`config.mk`:
```
export PLATFORM = sky130hd
export DESIGN_NAME = bcd_updown_counter_flat
export DESIGN_NICKNAME = d
export VERILOG_FILES = /design/src/rtl/bcd_updown_counter_pkg.sv /design/src/rtl/bcd_updown_counter_if.sv /design/src/rtl/bcd_updown_counter_digit.sv /design/src/rtl/bcd_updown_counter.sv /design/src/flat_wrapper.sv
export SDC_FILE = /design/constraint.sdc
export NUM_CORES = 1
export LEC_CHECK = 0
export ABC_AREA = 0
export CELL_PAD_IN_SITES_DETAIL_PLACEMENT = 0
export CELL_PAD_IN_SITES_GLOBAL_PLACEMENT = 2
export CORE_ASPECT_RATIO = 1.75
export CORE_MARGIN = 10
export CORE_UTILIZATION = 35
export CTS_CLUSTER_DIAMETER = 40
export DETAILED_ROUTE_END_ITERATION = 10
export DONT_BUFFER_PORTS = 1
export PLACE_DENSITY_LB_ADDON = 0.1
export SYNTH_ARGS = -nofsm -noshare
export SYNTH_HDL_FRONTEND = slang
export SYNTH_SLANG_ARGS = --single-unit
```
`constraint.sdc`:
```
create_clock -name clk -period 2.37 [get_ports clk]
set_input_delay 0.5925 -clock clk [delete_from_list [all_inputs] [get_ports clk]]
set_output_delay 0.5925 -clock clk [all_outputs]
set_load 0.005 [all_outputs]
```
`src/rtl/bcd_updown_counter_pkg.sv`:
```
// Shared constants and helpers for the packed-BCD up/down counter.
// Both the digit cells and the load validator use this package.
package bcd_updown_counter_pkg;

    localparam int         BCD_W   = 4;
    localparam logic [3:0] BCD_MAX = 4'd9;
    localparam logic [3:0] BCD_MIN = 4'd0;

    typedef enum logic [1:0] {
        ACT_HOLD,
        ACT_LOAD,
        ACT_REJECT,
        ACT_STEP
    } action_t;

    function automatic logic is_bcd(input logic [BCD_W-1:0] nibble);
        return nibble <= BCD_MAX;
    endfunction

endpackage

```
`src/rtl/bcd_updown_counter_if.sv`:
```
// Bus bundle for the BCD counter: count controls, the load port and the registered status.
// The master side drives the controls, and the counter owns the slave side.
interface bcd_updown_counter_if #(parameter int DIGITS = 3);
    import bcd_updown_counter_pkg::*;

    logic                     en;
    logic                     up;
    logic                     load;
    logic [BCD_W*DIGITS-1:0]  load_val;
    logic [BCD_W*DIGITS-1:0]  count;
    logic                     ovf;
    logic                     unf;
    logic                     load_err;
    logic                     is_zero;

    modport master (
        output en, up, load, load_val,
        input  count, ovf, unf, load_err, is_zero
    );

    modport slave (
        input  en, up, load, load_val,
        output count, ovf, unf, load_err, is_zero
    );

endinterface

```
`src/rtl/bcd_updown_counter_digit.sv`:
```
// One decimal digit cell. It produces the stepped value of its nibble and flags when it sits
// at 9 or at 0, so the top level can build the carry and borrow chains.
module bcd_digit
    import bcd_updown_counter_pkg::*;
(
    input  logic [BCD_W-1:0] digit,
    input  logic             step,
    input  logic             up,
    output logic [BCD_W-1:0] next_digit,
    output logic             at_max,
    output logic             at_min
);

    assign at_max = (digit == BCD_MAX);
    assign at_min = (digit == BCD_MIN);

    // A digit leaving 9 upward or 0 downward wraps inside the digit; the carry/borrow is external
    always_comb begin
        next_digit = digit;
        if (step) begin
            if (up)
                next_digit = at_max ? BCD_MIN : digit + 4'd1;
            else
                next_digit = at_min ? BCD_MAX : digit - 4'd1;
        end
    end

endmodule

```
`src/rtl/bcd_updown_counter.sv`:
```
// Registered multi-digit packed-BCD up/down counter with validated parallel load,
// wrap or saturate at the ends, and one-cycle overflow, underflow and load-error pulses.
module bcd_updown_counter
    import bcd_updown_counter_pkg::*;
#(
    parameter int DIGITS   = 3,
    parameter bit SATURATE = 1'b0
)
(
    input  logic                  clk,
    input  logic                  reset,
    bcd_updown_counter_if.slave   bus
);

    localparam int W = BCD_W * DIGITS;

    logic [W-1:0]      count_q;
    logic [W-1:0]      count_d;
    logic [W-1:0]      stepped;
    logic [DIGITS-1:0] at_max;
    logic [DIGITS-1:0] at_min;
    logic [DIGITS:0]   max_chain;
    logic [DIGITS:0]   min_chain;
    logic              load_ok;
    logic              ovf_q, ovf_d;
    logic              unf_q, unf_d;
    logic              err_q, err_d;
    action_t           action;

    // Digit i steps only when every lower digit is at the rollover value for this direction
    assign max_chain[0] = 1'b1;
    assign min_chain[0] = 1'b1;

    for (genvar i = 0; i < DIGITS; i++) begin : g_digit
        bcd_digit u_digit (
            .digit      (count_q[i*BCD_W +: BCD_W]),
            .step       (bus.up ? max_chain[i] : min_chain[i]),
            .up         (bus.up),
            .next_digit (stepped[i*BCD_W +: BCD_W]),
            .at_max     (at_max[i]),
            .at_min     (at_min[i])
        );
        assign max_chain[i+1] = max_chain[i] & at_max[i];
        assign min_chain[i+1] = min_chain[i] & at_min[i];
    end

    always_comb begin
        load_ok = 1'b1;
        for (int i = 0; i < DIGITS; i++) begin
            if (!is_bcd(bus.load_val[i*BCD_W +: BCD_W]))
                load_ok = 1'b0;
        end
    end

    always_comb begin
        action = ACT_HOLD;
        if (bus.load)
            action = load_ok ? ACT_LOAD : ACT_REJECT;
        else if (bus.en)
            action = ACT_STEP;
    end

    // A full chain marks the end of the range; saturation keeps the count there instead of wrapping
    always_comb begin
        count_d = count_q;
        ovf_d   = 1'b0;
        unf_d   = 1'b0;
        err_d   = 1'b0;
        unique case (action)
            ACT_LOAD:   count_d = bus.load_val;
            ACT_REJECT: err_d   = 1'b1;
            ACT_STEP: begin
                ovf_d = bus.up & max_chain[DIGITS];
                unf_d = ~bus.up & min_chain[DIGITS];
                if (!(SATURATE && (ovf_d || unf_d)))
                    count_d = stepped;
            end
            default: ;
        endcase
    end

    always_ff @(posedge clk) begin
        if (reset) begin
            count_q <= '0;
            ovf_q   <= 1'b0;
            unf_q   <= 1'b0;
            err_q   <= 1'b0;
        end else begin
            count_q <= count_d;
            ovf_q   <= ovf_d;
            unf_q   <= unf_d;
            err_q   <= err_d;
        end
    end

    assign bus.count    = count_q;
    assign bus.ovf      = ovf_q;
    assign bus.unf      = unf_q;
    assign bus.load_err = err_q;
    assign bus.is_zero  = (count_q == '0);

endmodule

```
`src/flat_wrapper.sv`:
```
// flat-port wrapper written by rule: the top's interface ports become plain ports
module bcd_updown_counter_flat import bcd_updown_counter_pkg::*;
#(
    parameter int DIGITS   = 3,
    parameter bit SATURATE = 1'b0
)
  (clk, reset, bus_en, bus_up, bus_load, bus_load_val, bus_count, bus_ovf, bus_unf, bus_load_err, bus_is_zero);
  bcd_updown_counter_if #(.DIGITS(DIGITS)) bus_i ();
  input  logic clk;
  input  logic reset;
  input wire logic [$bits(bus_i.en)-1:0] bus_en;
  input wire logic [$bits(bus_i.up)-1:0] bus_up;
  input wire logic [$bits(bus_i.load)-1:0] bus_load;
  input wire logic [$bits(bus_i.load_val)-1:0] bus_load_val;
  output wire logic [$bits(bus_i.count)-1:0] bus_count;
  output wire logic [$bits(bus_i.ovf)-1:0] bus_ovf;
  output wire logic [$bits(bus_i.unf)-1:0] bus_unf;
  output wire logic [$bits(bus_i.load_err)-1:0] bus_load_err;
  output wire logic [$bits(bus_i.is_zero)-1:0] bus_is_zero;
  assign bus_i.en = bus_en;
  assign bus_i.up = bus_up;
  assign bus_i.load = bus_load;
  assign bus_i.load_val = bus_load_val;
  assign bus_count = bus_i.count;
  assign bus_ovf = bus_i.ovf;
  assign bus_unf = bus_i.unf;
  assign bus_load_err = bus_i.load_err;
  assign bus_is_zero = bus_i.is_zero;
  bcd_updown_counter #(.DIGITS(DIGITS), .SATURATE(SATURATE)) u_core (.clk(clk), .reset(reset), .bus(bus_i));
endmodule
```
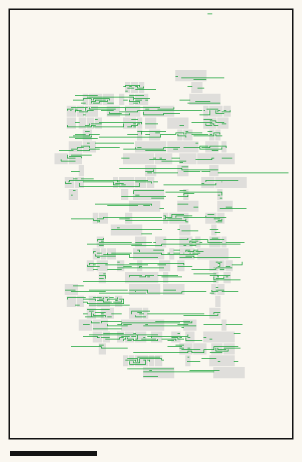
(run_1/layer_met1.png)
Scale bar: 20 um. Cells faint in the background.
nets with wire on the layer: 158
wire length on this layer: 1440 um

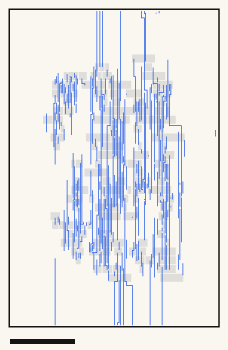
(run_1/layer_met2.png)
Scale bar: 20 um. Cells faint in the background.
wire length on this layer: 2150 um
share of all routed wire: 55%
nets with wire on the layer: 143
main direction: vertical
longest straight run: 53.0 um

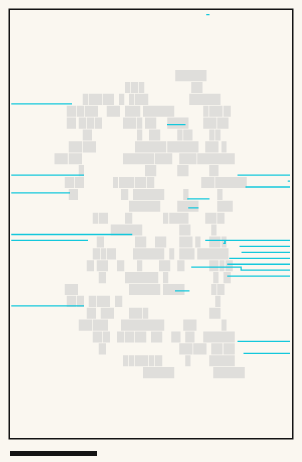
(run_1/layer_met3.png)
Scale bar: 20 um. Cells faint in the background.
main direction: horizontal
share of all routed wire: 6.8%
wire length on this layer: 269 um
nets with wire on the layer: 20

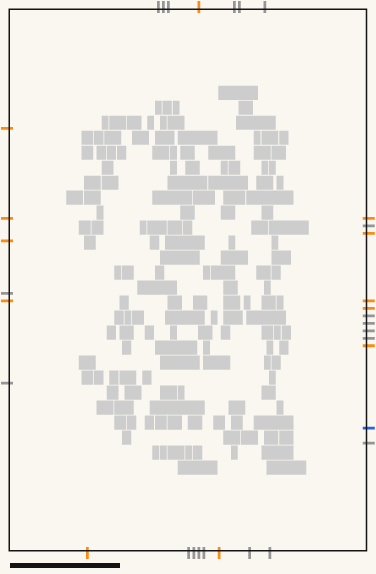
(run_1/io_placement.png)
Scale bar: 20 um. Pins as bars across the die edge, other pins in grey.
[blue] `reset` | pins: 1 | direction: input | edge: right
[orange] `bus_count` | pins: 12 | direction: output | edge: 5 right, 4 left, 2 bottom, 1 top
all pins by edge: 12 right, 8 bottom, 7 top, 6 left

==> run 1: power by group through the flow <==
| stage | clock, W | sequential [W] | combinational [W] |
|---|---|---|---|
| final | 0.000220 | 0.000292 | 0.000225 |
| after global routing | 0.000232 | 0.000296 | 0.000253 |
| after CTS | 0.000221 | 0.000293 | 0.000227 |
| after detailed placement | 0 | 0.000298 | 0.000221 |
| after global placement | 0 | 0.000298 | 0.000219 |
| after floorplan | 0 | 0.000294 | 0.000182 |
==> run 1: cell usage after synthesis (2+ instances only) <==
master	count
o211ai_1	2
buf_1	2
a32oi_1	2
nor4_1	2
buf_6	2
nor2b_1	2
inv_1	3
xnor2_1	3
a221oi_1	3
a41oi_1	2
clkbuf_1	2
nor2_1	22
dfxtp_1	15
nand3b_1	2
buf_2	5
mux2i_1	3
nand2_1	10
o21ai_1	4
a21oi_1	7
and4_1	2
nand2b_1	3
a311oi_1	5
nor3_1	2
a211oi_1	2
a31oi_1	2
buf_4	2
or2_2	2
o21ai_0	7
nand4_1	2
nand3_1	6
==> run 1: sequential cells by signal, summed over array words and instances, names as in the netlist <==
name	flops
u_core.bus.load_err	1
u_core.bus.unf	1
u_core.bus.count	12
u_core.bus.ovf	1
==> run 1: kinds of logic after synthesis <==
| kind of cell | Yosys count | share of synthesized area, % |
|---|---|---|
| and+or+nand+nor | 66 | 31.38 |
| AOI/OAI and AO/OA | 46 | 30.14 |
| buffers and inverters | 17 | 8.436 |
| DFF | 15 | 24.69 |
| xor gates and xnor gates | 4 | 2.881 |
| muxes | 3 | 2.469 |
==> run 1: worst register-to-register path, stage by stage, from the launching register on <==
cell and delay [ns]:
dfxtp_1 0.64, and2_1 0.25, a21oi_1 0.11, o41ai_4 0.43, nor2_1 0.08, a311oi_1 0.29
==> flow_summary.json, run 1 <==
{
  "r2r_slack_ns": 0.47,
  "crit_fanout": 2,
  "cts_resized": 0,
  "ios": 33,
  "grt_pass1_wl_mm": 6.492,
  "start_kind": "register",
  "intPower_w": 0.0004895,
  "numSynthFlops": 15,
  "top_area_share_pct": 24.69,
  "met1_usage_pct": 12.75,
  "dieArea_sq_um": 6326,
  "synth-edff-count": 0,
  "fin_worst_hold_slack_ns": 0.3964,
  "cts_setup_buffers": 1,
  "overflow": 0,
  "met1_length_mm": 1.438,
  "seq_power_share_pct": 39.7,
  "io_buffer_count": 0,
  "insertion_delay_ns": 0.26,
  "cts-hold-fix-buffers": 0,
  "hold_end": "u_core.bus.count[0]",
  "warnings": 26,
  "clk_pin_slew_ns": 0.07,
  "flops": 15,
  "power_density_nw_per_um2": 562.2,
  "layout.cells.most_common": "nor2_1",
  "cts_max_path_buffers": 2,
  "fmax_mhz": 444.3,
  "dr.first_iter.drc_count": 51,
  "grt-busiest-layer": "met2",
  "crit_required_ns": 1.78,
  "period_minus_slack_ns": 2.251,
  "slowest_delay_ns": 0.52,
  "path_cells": "nor4_4 -> nand2_1 -> or4_4 -> nor2_2",
  "globalplace.congestion": 0.7573,
  "crit_type": "register to output pin",
  "comb_share_pct": 62.21,
  "synth_cell_types": 53,
  "cp.arrival_ns": 1.66,
  "rsz0062_at_grt": "no",
  "slew_viol_final": 0,
  "antenna_found_initial": 0,
  "min_period_over_period_pct": 94.97,
  "dp_slack_ns": 0.2751,
  "fin_skew_ns": 0.005309,
  "buf_share_pct": 6.298,
  "p_total_w": 0.0007372,
  "clock_buffers": 4,
  "utilization_pct": 38.99,
  "use_met3_pct": 3.661,
  "post-place-cells": 192,
  "root_buffer": "clkbuf_8",
  "worst_slew_pin_slew_ns": 0.5135,
  "syn-cell-area_sq_um": 1216,
  "synth_seq_share_pct": 24.69,
  "vias": 1164,
  "fin_area_sq_um": 1311,
  "yosys_area_sq_um": 1216,
  "power.leakage_nw": 0.4593,
  "cp.buffers_inverters": 0,
  "tapCellCount": 45,
  "drc_errors": 0,
  "largestClassByArea": "multi-input combinational cells",
  "cp_slowest_cell": "or4_4",
  "fin_ws_ns": 0.1193,
  "drt-pass1-iter-count": 4,
  "cts.sinks": 15,
  "max_slew_margin_pct": 65.72,
  "dpl.hpwl_mm": 3.052,
  "nNetsFinal": 170,
  "wl_met3_um": 268,
  "synth-main-ff-cell": "dfxtp_1",
  "clkPwrFrac_pct": 29.8,
  "track_usage_pct": 12.91,
  "r2r-start": "u_core.bus.count[0]",
  "grt_max_degree": 23,
  "outcome": "finished, final reports clean",
  "cts.htree.levels": 1,
  "syn_inst": 151,
  "drt.antenna.violating_nets": 0,
  "seq_share_pct": 22.90,
  "ir_drop_mv": 0.1872,
  "crit_path_end": "bus_is_zero",
  "cp.depth": 4,
  "final-comb-area_sq_um": 815.8,
  "drive_above_1_share_pct": 17.76,
  "cp-startpoint": "u_core.bus.count[6]",
  "flop_area_sq_um": 300.3,
  "top_area_cell": "dfxtp_1",
  "cts_made_buffers": 3,
  "timing.rr.end": "u_core.bus.count[5]",
  "yosys_warnings": 0
}
==> run_1/congestion.png <==
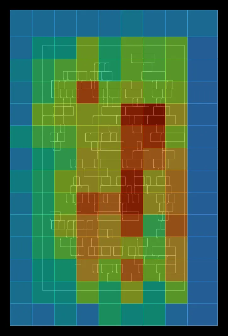

## Run 2: what changed since run 1
SKIP_CTS_REPAIR_TIMING = 1   (was unset)
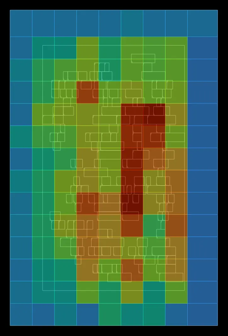
(run_2/congestion.png)
final core utilization: 39.14%
M2 GR Usage: 23.32%
gr usage total: 12.89%

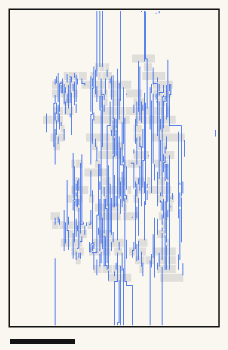
(run_2/layer_met2.png)
Scale bar: 20 um. Cells faint in the background.
nets with wire on the layer: 143
longest straight run: 53.0 um
wire length on this layer: 2150 um
main direction: vertical

==> run 2 against run 1 <==
Effect of this change: synthesized cell count unchanged; largest power group unchanged; register-to-register slack about the same; clock skew decreased by 0.0016 ns.
==> flow_summary.json, run 2 <==
{
  "outcome": "finished, final reports clean",
  "cts.htree.levels": 1,
  "nNetsFinal": 170,
  "overflow": 0,
  "cts.sinks": 15,
  "grt_max_degree": 23,
  "ios": 33,
  "syn_inst": 151,
  "warnings": 26,
  "grt_pass1_wl_mm": 6.486,
  "ys_sh_xor_pct": 2.881,
  "drt.antenna.violating_nets": 0,
  "cts_made_buffers": 3,
  "cp.arrival_ns": 1.63,
  "drt-pass1-iter-count": 4,
  "cp.buffers_inverters": 0,
  "power.leakage_nw": 0.4603,
  "yosys_warnings": 0,
  "synth-simple-area-share_pct": 31.38,
  "crit_fanout": 3,
  "synth-edff-count": 0,
  "crit_path_end_kind": "output pin",
  "min_period_over_period_pct": 93.97,
  "fin_area_sq_um": 1316,
  "areaGrowthSynthToFinish_pct": 8.230,
  "fin_ws_ns": 0.1428,
  "insertion_delay_ns": 0.26,
  "ys_sh_mux_pct": 2.469,
  "slowest_delay_ns": 0.47,
  "timing.final.hold_violations": 0,
  "fmax_mhz": 449.0,
  "dp_slack_ns": 0.2751,
  "slew_viol_final": 0,
  "fa_ha_area_share_pct": 0,
  "antenna_found_initial": 0,
  "layout.cells.most_common": "nor2_1",
  "drive_above_1_share_pct": 17.76,
  "die_h_um": 97.98,
  "synth_cell_types": 53,
  "crit_required_ns": 1.78,
  "drc_errors": 0,
  "p_total_w": 0.0007411,
  "top_area_share_pct": 24.69,
  "vias": 1169,
  "fin_worst_hold_slack_ns": 0.3972,
  "worst_slew_pin_slew_ns": 0.5113,
  "max_slew_margin_pct": 65.87,
  "dr.first_iter.drc_count": 54,
  "yosys_area_sq_um": 1216,
  "syn-cell-area_sq_um": 1216,
  "synth-main-ff-cell": "dfxtp_1",
  "largest_register_ffs": 12,
  "top_area_cell": "dfxtp_1",
  "synth.logic.top_family": "simple AND/OR/NAND/NOR gates",
  "root_buffer": "clkbuf_8",
  "period_minus_slack_ns": 2.227,
  "post-place-cells": 192,
  "crit_type": "register to output pin",
  "path_cells": "nor4_4 -> nand2_1 -> or4_4 -> nor2_4",
  "grt_pass1_vias": 1241,
  "power_density_nw_per_um2": 563.1,
  "cp_slowest_cell": "or4_4"
}
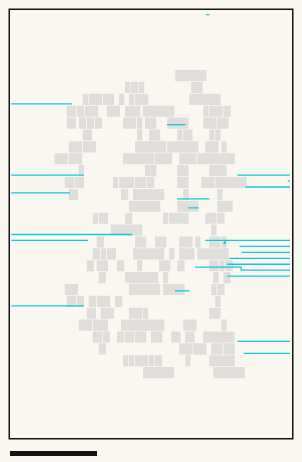
(run_2/layer_met3.png)
Scale bar: 20 um. Cells faint in the background.
main direction: horizontal
share of all routed wire: 6.9%

-- run 2: cell counts after synthesis --
No cell type changed its count.
-- run 2: power breakdown --
part	internal, W	total, W	leakage [nW]	switching, W
clock	0.000120	0.000220	0.0228	0.000101
combinational	0.000102	0.000228	0.315	0.000126
sequential	0.000269	0.000293	0.123	0.0000237
-- run 2: cells by family (layout without fill, tap and decap cells) --
| group | after synthesis | in the layout |
|---|---|---|
| flip-flops | 15 | 15 |
| multiplexers | 3 | 3 |
| XOR/XNOR | 4 | 4 |
| AND-OR/OR-AND | 46 | 46 |
| AND/OR/NAND/NOR | 66 | 66 |
| buffers and inverters | 17 | 18 |
-- run 2: final timing paths --
check | start | endpoint | slack [ns] | cells after the start
worst max-delay path | u_core.bus.count[6] | bus_is_zero | 0.14 | 4
worst min-delay path | reset | u_core.bus.count[0] | 0.40 | 1
worst max register to register | u_core.bus.count[0] | u_core.bus.count[5] | 0.47 | 5
worst min register to register | u_core.bus.count[9] | u_core.bus.count[9] | 0.60 | 2
-- run 2: routing by layer --
metal  vias to the layer above  global-route usage [%]  routed length [um]
li1                        569                       -                   -
met1                       567                   12.75                1442
met2                        28                   23.32                2147
met3                         5                   3.661                 270
met4                         0                   6.457                  81
met5                         -                       0                   0
-- run 2: worst reg2reg max path, cell delays in order, from the launching register on --
cell and delay [ns]:
dfxtp_1 0.64, and2_1 0.25, a21oi_1 0.11, o41ai_4 0.43, nor2_1 0.08, a311oi_1 0.29
-- run 2: final cells by class --
class	instances	area, sq um
flip-flops and latches	15	300.3
well taps	45	56.30
clock buffers	4	45.04
multi-input cells	119	820.8
repair buffers	11	82.58
fillers	386	2047
inverters	3	11.26
## Run 3: what changed since run 2
CAP_MARGIN = 20   (was unset)
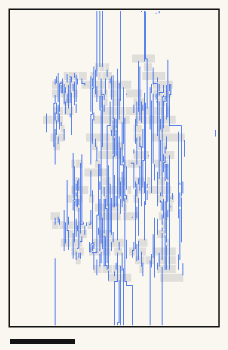
(run_3/layer_met2.png)
Scale bar: 20 um. Cells faint in the background.
main direction: vertical
nets with wire on the layer: 143
longest straight run: 53.0 um

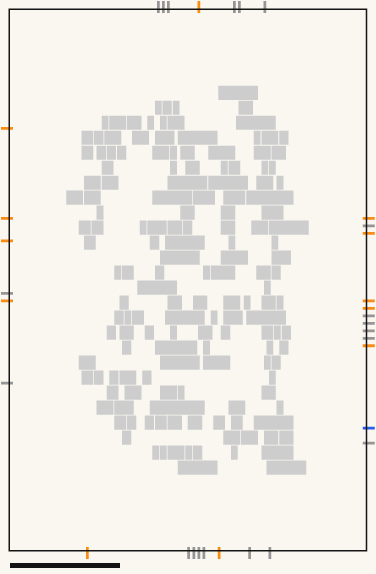
(run_3/io_placement.png)
Scale bar: 20 um. Pins as bars across the die edge, other pins in grey.
[blue] `reset` | pins: 1 | direction: input | edge: right
[orange] `bus_count` | pins: 12 | direction: output | edge: 5 right, 4 left, 2 bottom, 1 top

==> run 3 against run 2 <==
Effect of this change: clock power about the same; clock skew unchanged; via count unchanged; critical path type unchanged.
==> flow_summary.json, run 3 <==
{
  "path_cells": "nor4_4 -> nand2_1 -> or4_4 -> nor2_4",
  "top_layer_used": "met4",
  "met1_usage_pct": 12.75,
  "slew_viol_final": 0,
  "syn_area_per_cell_sq_um": 8.054,
  "yosys_warnings": 0,
  "syn_inst": 151,
  "fin_skew_ns": 0.003732,
  "post-place-cells": 192,
  "ys_sh_mux_pct": 2.469,
  "p_switching_w": 0.0002503,
  "cts_max_path_buffers": 2,
  "wl_met2_mm": 2.147,
  "largest_register_ffs": 12,
  "fin_ws_ns": 0.1428,
  "overflow": 0,
  "dpl.hpwl_mm": 3.052,
  "clk_pin_slew_ns": 0.07,
  "drt.antenna.violating_nets": 0,
  "warnings": 26,
  "ios": 33,
  "synth_seq_share_pct": 24.69,
  "dr.first_iter.drc_count": 54,
  "drt-total-wl_mm": 3.940,
  "die_h_um": 97.98,
  "hold_end": "u_core.bus.count[0]",
  "insertion_delay_ns": 0.26,
  "power_density_nw_per_um2": 563.1,
  "intPower_w": 0.0004909,
  "n_fill_cell": 386,
  "crit_path_end_kind": "output pin",
  "syn_nets": 168,
  "grt_pass1_wl_mm": 6.486,
  "crit_fanout": 3,
  "root_buffer": "clkbuf_8",
  "top_area_cell": "dfxtp_1",
  "switching_share_pct": 33.77,
  "numSynthFlops": 15,
  "timing.rr.end": "u_core.bus.count[5]",
  "globalplace.congestion": 0.7573,
  "common_cells": "nor2_1 (22), dfxtp_1 (15), nand2_1 (10)",
  "seq_power_share_pct": 39.5,
  "cts.htree.levels": 1,
  "fa_ha_area_share_pct": 0,
  "grt-busiest-layer": "met2",
  "synthAoiAreaFrac_pct": 30.14,
  "min_path_type": "primary input to register",
  "grt_util_met2_pct": 23.32,
  "start_kind": "register",
  "grt_pass1_vias": 1241,
  "core_sq_um": 3363,
  "ir_drop_mv": 0.1885,
  "outcome": "finished, final reports clean",
  "max_slew_margin_pct": 65.87,
  "synth-simple-area-share_pct": 31.38,
  "worst-r2r-cell-count": 5,
  "r2r-start": "u_core.bus.count[0]",
  "wl_met3_um": 270,
  "cp_slowest_cell": "or4_4",
  "cp.depth": 4,
  "cts.sinks": 15,
  "nNetsFinal": 170,
  "ys_sh_xor_pct": 2.881,
  "power.leakage_nw": 0.4603,
  "timing.final.hold_violations": 0,
  "cts_made_buffers": 3,
  "r2r_slack_ns": 0.47,
  "min_period_over_period_pct": 93.97,
  "dieArea_sq_um": 6326,
  "crit_type": "register to output pin",
  "drive_above_1_share_pct": 17.76,
  "areaGrowthSynthToFinish_pct": 8.230,
  "clkPwrFrac_pct": 29.7,
  "track_usage_pct": 12.89,
  "fmax_mhz": 449.0,
  "utilization_pct": 39.14,
  "syn-cell-area_sq_um": 1216,
  "synth_cell_types": 53,
  "synth-main-ff-cell": "dfxtp_1",
  "grt_max_degree": 23,
  "crit_required_ns": 1.78,
  "cp.arrival_ns": 1.63,
  "slowest_delay_ns": 0.47,
  "antenna_found_initial": 0,
  "dp_slack_ns": 0.2751,
  "use_met3_pct": 3.661,
  "io_buffer_count": 0,
  "combPwrFrac_pct": 30.8,
  "yosysMostFrequentCell": "nor2_1",
  "min_from": "reset",
  "worst_slew_pin_slew_ns": 0.5113,
  "drc_errors": 0,
  "layout.cells.most_common": "nor2_1",
  "met1_length_mm": 1.442,
  "vias": 1169,
  "synth.logic.top_family": "simple AND/OR/NAND/NOR gates",
  "rsz0062_at_grt": "no",
  "top_area_share_pct": 24.69,
  "hold_depth": 1,
  "synth-edff-count": 0,
  "drt-pass1-iter-count": 4,
  "cp.buffers_inverters": 0,
  "yosys_area_sq_um": 1216,
  "period_minus_slack_ns": 2.227,
  "p_total_w": 0.0007411
}
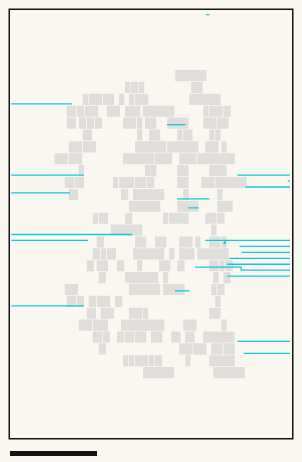
(run_3/layer_met3.png)
Scale bar: 20 um. Cells faint in the background.
longest straight run: 27.4 um
nets with wire on the layer: 20
main direction: horizontal
wire length on this layer: 270 um
share of all routed wire: 6.9%

-- run 3: cell counts after synthesis --
Identical to the previous run, type by type.
-- run 3: area by class of cell --
class                   instances  area [sq um]  share of cell area [%]
multi-input cells             119         820.8                   62.36
well taps                      45         56.30                   4.278
repair buffers                 11         82.58                   6.274
flip-flops and latches         15         300.3                   22.81
clock buffers                   4         45.04                   3.422
inverters                       3         11.26                  0.8555
-- run 3: worst max path at each step --
| stage | startpoint | endpoint | slack [ns] |
|---|---|---|---|
| 2_1_floorplan | u_core.bus.count[3] | bus_is_zero | 0.38 |
| 3_5_place_dp | u_core.bus.count[1] | bus_is_zero | 0.28 |
| 5_1_grt | u_core.bus.count[6] | bus_is_zero | 0.06 |
| 3_3_place_gp | u_core.bus.count[1] | bus_is_zero | 0.33 |
| 6_report | u_core.bus.count[6] | bus_is_zero | 0.14 |
| 4_1_cts | u_core.bus.count[1] | bus_is_zero | -0.01 |
-- run 3: worst register-to-register path, stage by stage, from the launching register on --
cell and delay [ns]:
dfxtp_1 0.64, and2_1 0.25, a21oi_1 0.11, o41ai_4 0.43, nor2_1 0.08, a311oi_1 0.29
-- run 3: power groups by stage --
stage | registers, W | logic, W | clock network, W
floorplan | 0.000294 | 0.000182 | 0
global placement | 0.000298 | 0.000219 | 0
detailed placement | 0.000298 | 0.000221 | 0
CTS | 0.000293 | 0.000222 | 0.000221
global route | 0.000296 | 0.000256 | 0.000232
finish | 0.000293 | 0.000228 | 0.000220
-- run 3: metrics by stage --
stage / hold slack [ns] / instance area (sq um) / TNS (ns)
2_1_floorplan: 0.5265 / 1216 / 0
3_3_place_gp: 0.5853 / 1256 / 0
3_5_place_dp: 0.5668 / 1256 / 0
4_1_cts: 0.3969 / 1301 / -0.01017
5_1_grt: 0.3896 / 1316 / 0
6_report: 0.3972 / 1316 / 0
Power is estimated from default activity; no workload was simulated.
